Figure 1. The metal 1 layer.
The bar under the picture is 20 um long.
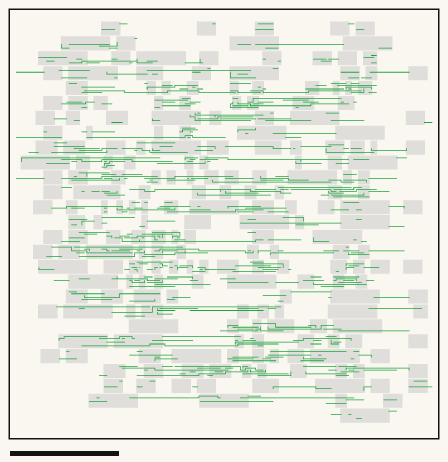
Figure 2. Metal 2.
The bar under the picture is 20 um long.
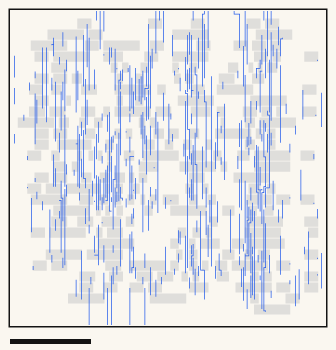
Figure 3. Met3 routing.
The bar under the picture is 20 um long.
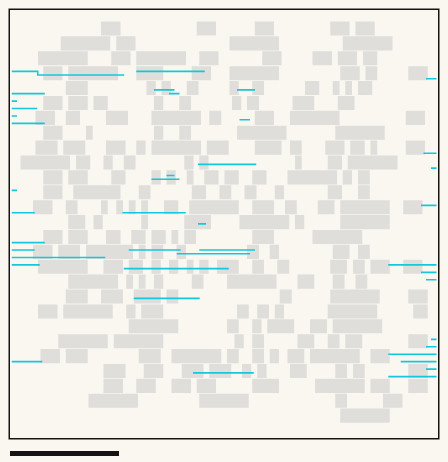
Figure 4. The metal 4 layer.
The bar under the picture is 20 um long.
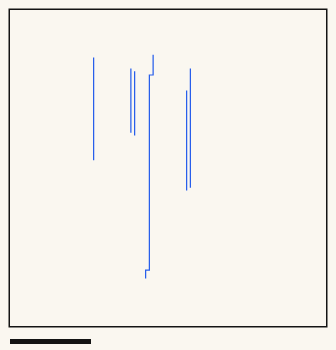
Figure 5. Routing congestion map.
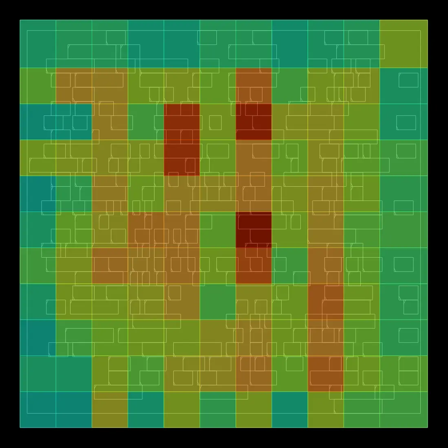
File: config.mk
export PLATFORM = sky130hd
export DESIGN_NAME = imm_gen_pipe
export DESIGN_NICKNAME = d
export VERILOG_FILES = /design/src/rtl/imm_gen_pkg.sv /design/src/rtl/imm_decode.sv /design/src/rtl/imm_gen_pipe.sv
export SDC_FILE = /design/constraint.sdc
export NUM_CORES = 1
export LEC_CHECK = 0
export CELL_PAD_IN_SITES_DETAIL_PLACEMENT = 1
export CELL_PAD_IN_SITES_GLOBAL_PLACEMENT = 2
export CORE_UTILIZATION = 34
export CTS_BUF_LIST = sky130_fd_sc_hd__clkbuf_4 sky130_fd_sc_hd__clkbuf_8 sky130_fd_sc_hd__clkbuf_16
export CTS_CLUSTER_SIZE = 24
export DETAILED_ROUTE_END_ITERATION = 7
export PLACE_DENSITY_LB_ADDON = 0.1
export SLEW_MARGIN = 20
export SYNTH_ARGS = -nofsm -noshare
export SYNTH_HDL_FRONTEND = slang
export SYNTH_HIERARCHICAL = 1
export SYNTH_SLANG_ARGS = --single-unit
File: constraint.sdc
create_clock -name clk -period 3.47 [get_ports clk]
set_input_delay 1.041 -clock clk [delete_from_list [all_inputs] [get_ports clk]]
set_output_delay 1.041 -clock clk [all_outputs]
set_load 0.005 [all_outputs]
File: src/rtl/imm_gen_pkg.sv
// Shared opcodes, prefix width and prefix-FSM state type for the 16-bit ISA immediate generator.
package imm_gen_pkg;
  localparam logic [3:0] OP_LOAD   = 4'b0000;
  localparam logic [3:0] OP_ALUI   = 4'b0001;
  localparam logic [3:0] OP_BRANCH = 4'b0010;
  localparam logic [3:0] OP_STORE  = 4'b1000;
  localparam logic [3:0] OP_PFX    = 4'b1111;

  localparam int PFX_W = 12;

  typedef enum logic [0:0] {
    IDLE     = 1'b0,
    PFX_HELD = 1'b1
  } pfx_state_t;
endpackage

File: src/rtl/imm_decode.sv
// Combinational decode of one instruction: native sign-extended immediate, 4-bit raw field,
// and flags for "opcode carries an immediate" and "instruction is a prefix".
module imm_decode
  import imm_gen_pkg::*;
#(
  parameter int XLEN      = 16,
  parameter int ILEN      = 16,
  parameter int PREFIX_EN = 1
) (
  input  logic [ILEN-1:0] ins,
  output logic [XLEN-1:0] imm,
  output logic [3:0]      raw,
  output logic            has_imm,
  output logic            is_pfx
);

  logic [3:0]        op_s;
  logic signed [2:0] f3_s;
  logic signed [5:0] f6_s;
  logic signed [6:0] f7_s;
  logic              unused_s;

  assign op_s     = ins[ILEN-1:ILEN-4];
  assign f3_s     = ins[5:3];
  assign f6_s     = ins[5:0];
  assign f7_s     = {ins[5:0], 1'b0};
  assign unused_s = ^ins[ILEN-5:6];

  // Opcode-driven field selection; signed casts perform the sign extension to XLEN.
  always_comb begin
    imm     = '0;
    raw     = 4'h0;
    has_imm = 1'b0;
    is_pfx  = 1'b0;
    case (op_s)
      OP_LOAD, OP_ALUI: begin
        imm     = XLEN'(f3_s);
        raw     = {1'b0, ins[5:3]};
        has_imm = 1'b1;
      end
      OP_STORE: begin
        imm     = XLEN'(f6_s);
        raw     = ins[3:0];
        has_imm = 1'b1;
      end
      OP_BRANCH: begin
        imm     = XLEN'(f7_s);
        raw     = ins[3:0];
        has_imm = 1'b1;
      end
      OP_PFX: begin
        is_pfx = (PREFIX_EN != 0) ? 1'b1 : 1'b0;
      end
      default: begin
        imm = '0;
      end
    endcase
  end

endmodule

File: src/rtl/imm_gen_pipe.sv
// Pipelined immediate generator: one-deep valid/ready output stage plus a prefix FSM
// that widens the next immediate with 12 latched upper bits.
module imm_gen_pipe
  import imm_gen_pkg::*;
#(
  parameter int XLEN      = 16,
  parameter int ILEN      = 16,
  parameter int PREFIX_EN = 1
) (
  input  logic            clk,
  input  logic            rst_n,
  input  logic            flush,
  input  logic            in_valid,
  output logic            in_ready,
  input  logic [ILEN-1:0] in_ins,
  output logic            out_valid,
  input  logic            out_ready,
  output logic [XLEN-1:0] out_imm,
  output logic [3:0]      out_opcode,
  output logic            out_prefixed,
  output logic            out_err
);

  logic [XLEN-1:0]   nat_imm_s;
  logic [3:0]        raw_s;
  logic              has_imm_s;
  logic              is_pfx_s;
  logic              accept_s;
  logic [3:0]        op_s;
  logic signed [15:0] pfx_cat_s;
  logic [XLEN-1:0]   pfx_imm_s;
  logic [PFX_W-1:0]  pfx_r;
  pfx_state_t        state_r;

  imm_decode #(
    .XLEN      (XLEN),
    .ILEN      (ILEN),
    .PREFIX_EN (PREFIX_EN)
  ) u_decode (
    .ins     (in_ins),
    .imm     (nat_imm_s),
    .raw     (raw_s),
    .has_imm (has_imm_s),
    .is_pfx  (is_pfx_s)
  );

  assign op_s      = in_ins[ILEN-1:ILEN-4];
  assign in_ready  = !flush && (!out_valid || out_ready);
  assign accept_s  = in_valid && in_ready;
  // Prefixed immediate always has its sign bit at bit 15, regardless of XLEN.
  assign pfx_cat_s = {pfx_r, raw_s};
  assign pfx_imm_s = XLEN'(pfx_cat_s);

  // Prefix FSM, prefix register and output stage in one registered process.
  always_ff @(posedge clk or negedge rst_n) begin
    if (!rst_n) begin
      out_valid    <= 1'b0;
      out_imm      <= '0;
      out_opcode   <= 4'h0;
      out_prefixed <= 1'b0;
      out_err      <= 1'b0;
      pfx_r        <= '0;
      state_r      <= IDLE;
    end else if (flush) begin
      out_valid    <= 1'b0;
      out_prefixed <= 1'b0;
      out_err      <= 1'b0;
      state_r      <= IDLE;
    end else if (accept_s && !is_pfx_s) begin
      out_valid  <= 1'b1;
      out_opcode <= op_s;
      state_r    <= IDLE;
      case (state_r)
        PFX_HELD: begin
          out_imm      <= has_imm_s ? pfx_imm_s : '0;
          out_prefixed <= has_imm_s;
          out_err      <= !has_imm_s;
        end
        default: begin
          out_imm      <= nat_imm_s;
          out_prefixed <= 1'b0;
          out_err      <= 1'b0;
        end
      endcase
    end else if (accept_s) begin
      // Accepting a prefix implies any pending beat was consumed this cycle.
      pfx_r     <= in_ins[PFX_W-1:0];
      state_r   <= PFX_HELD;
      out_valid <= 1'b0;
    end else if (out_ready) begin
      out_valid <= 1'b0;
    end else begin
      out_valid <= out_valid;
    end
  end

endmodule

==> results_slide.txt <==
Physical Implementation Snapshot

Outcome
  – Status: completed

Synthesis
  – Gate count of the mapped netlist: 185
  – Seq/Total Area, Yosys: 0.4566
  – Top cells by count: 36 x dfrtp_1, 22 x a21oi_1, 17 x a31oi_1, 17 x mux2_2, 17 x nor2b_1
  – EDFF count, synth: 0

Hold path
  – Hold Startpoint: out_opcode[0]$_DFFE_PN0P_

Final timing
  – Final Critical Period: 3339 ps
  – Final setup violation count: 0
  – Actual slew at the worst max-slew pin: 610.8 ps
  – Fmax: 299.5 MHz

Placed design
  – Hpwl dp: 3547 um

Global routing
  – Vias in the first global route: 1638

Worst setup path
  – WP data required: 2430 ps
  – Worst reg2reg path endpoint: out_opcode[1]$_DFFE_PN0P_
  – WP data arrival: 2300 ps
  – Reg2reg path depth: 3
  – Worst setup path endpoint: in_ready

Finish
  – Top logic cells by instance count in the layout: 44 x clkdlybuf4s50_1, 36 x dfrtp_1, 22 x a21oi_1
  – Non-filler cells, final: 297
  – Non-clock buffer share: 0.2059
  – Max reg flops: 16
  – Area grow syn2layout: 26.89%

Clock tree
  – CTS root buf: clkbuf_8
  – Clk pin slew, worst setup/hold paths: 70 ps

Power and ir drop
  – VDD IR-drop max: 0.1774 mV

Floorplanning
  – IO Pins: 45
  – Total core area: 5540 um^2
Notes on Figure 1 above:
The layer holds 45% of the routed length. The longest straight run is 25.3 um.
drt total wl: 4755 um
Via Count: 1515
GR Util met1: 0.2208

Notes on Figure 2 above:
The longest straight run is 46.9 um. The layer carries 2180 um of wire.
met2 Use GR: 0.2754

Notes on Figure 3 above:
The layer holds 5.3% of the routed length. The longest straight run is 18.9 um. 33 nets have wire on it. The layer carries 250 um of wire.
met3 Use GR: 0.04302

Notes on Figure 4 above:
6 nets have wire on it. The longest straight run is 48.3 um. The wires run mostly vertical. The layer carries 167 um of wire. The layer holds 3.5% of the routed length.

Notes on Figure 5 above:
GR peak layer: met2
Final Util: 0.4519
gr usage total: 0.1751
WL per Instance: 16.01 um

==> routing by layer <==
metal  wire length [um]  up-vias
met5                  0        -
met4                167        0
met3                250       15
met2               2175       45
met1               2162      727
li1                   -      728
==> power groups by stage <==
stage                     logic [uW]  registers [uW]  clock network, uW
after CTS                        280             539                329
after global placement           271             541                  0
after detailed placement         279             548                  0
after global routing             303             550                343
after floorplan                  136             533                  0
final                            276             538                314
==> logic make-up (layout without fill, tap and decap cells) <==
group                      count (synthesis)  count (layout)  synth area share
muxes                                     19              19            0.1072
DFF                                       36              36            0.4566
adders and majority gates                  1               1          0.005073
and+or+nand+nor                           48              48            0.1611
AOI/OAI and AO/OA                         57              57            0.1814
buffers and inverters                     24              64           0.08878
Power is estimated from default activity; no workload was simulated.
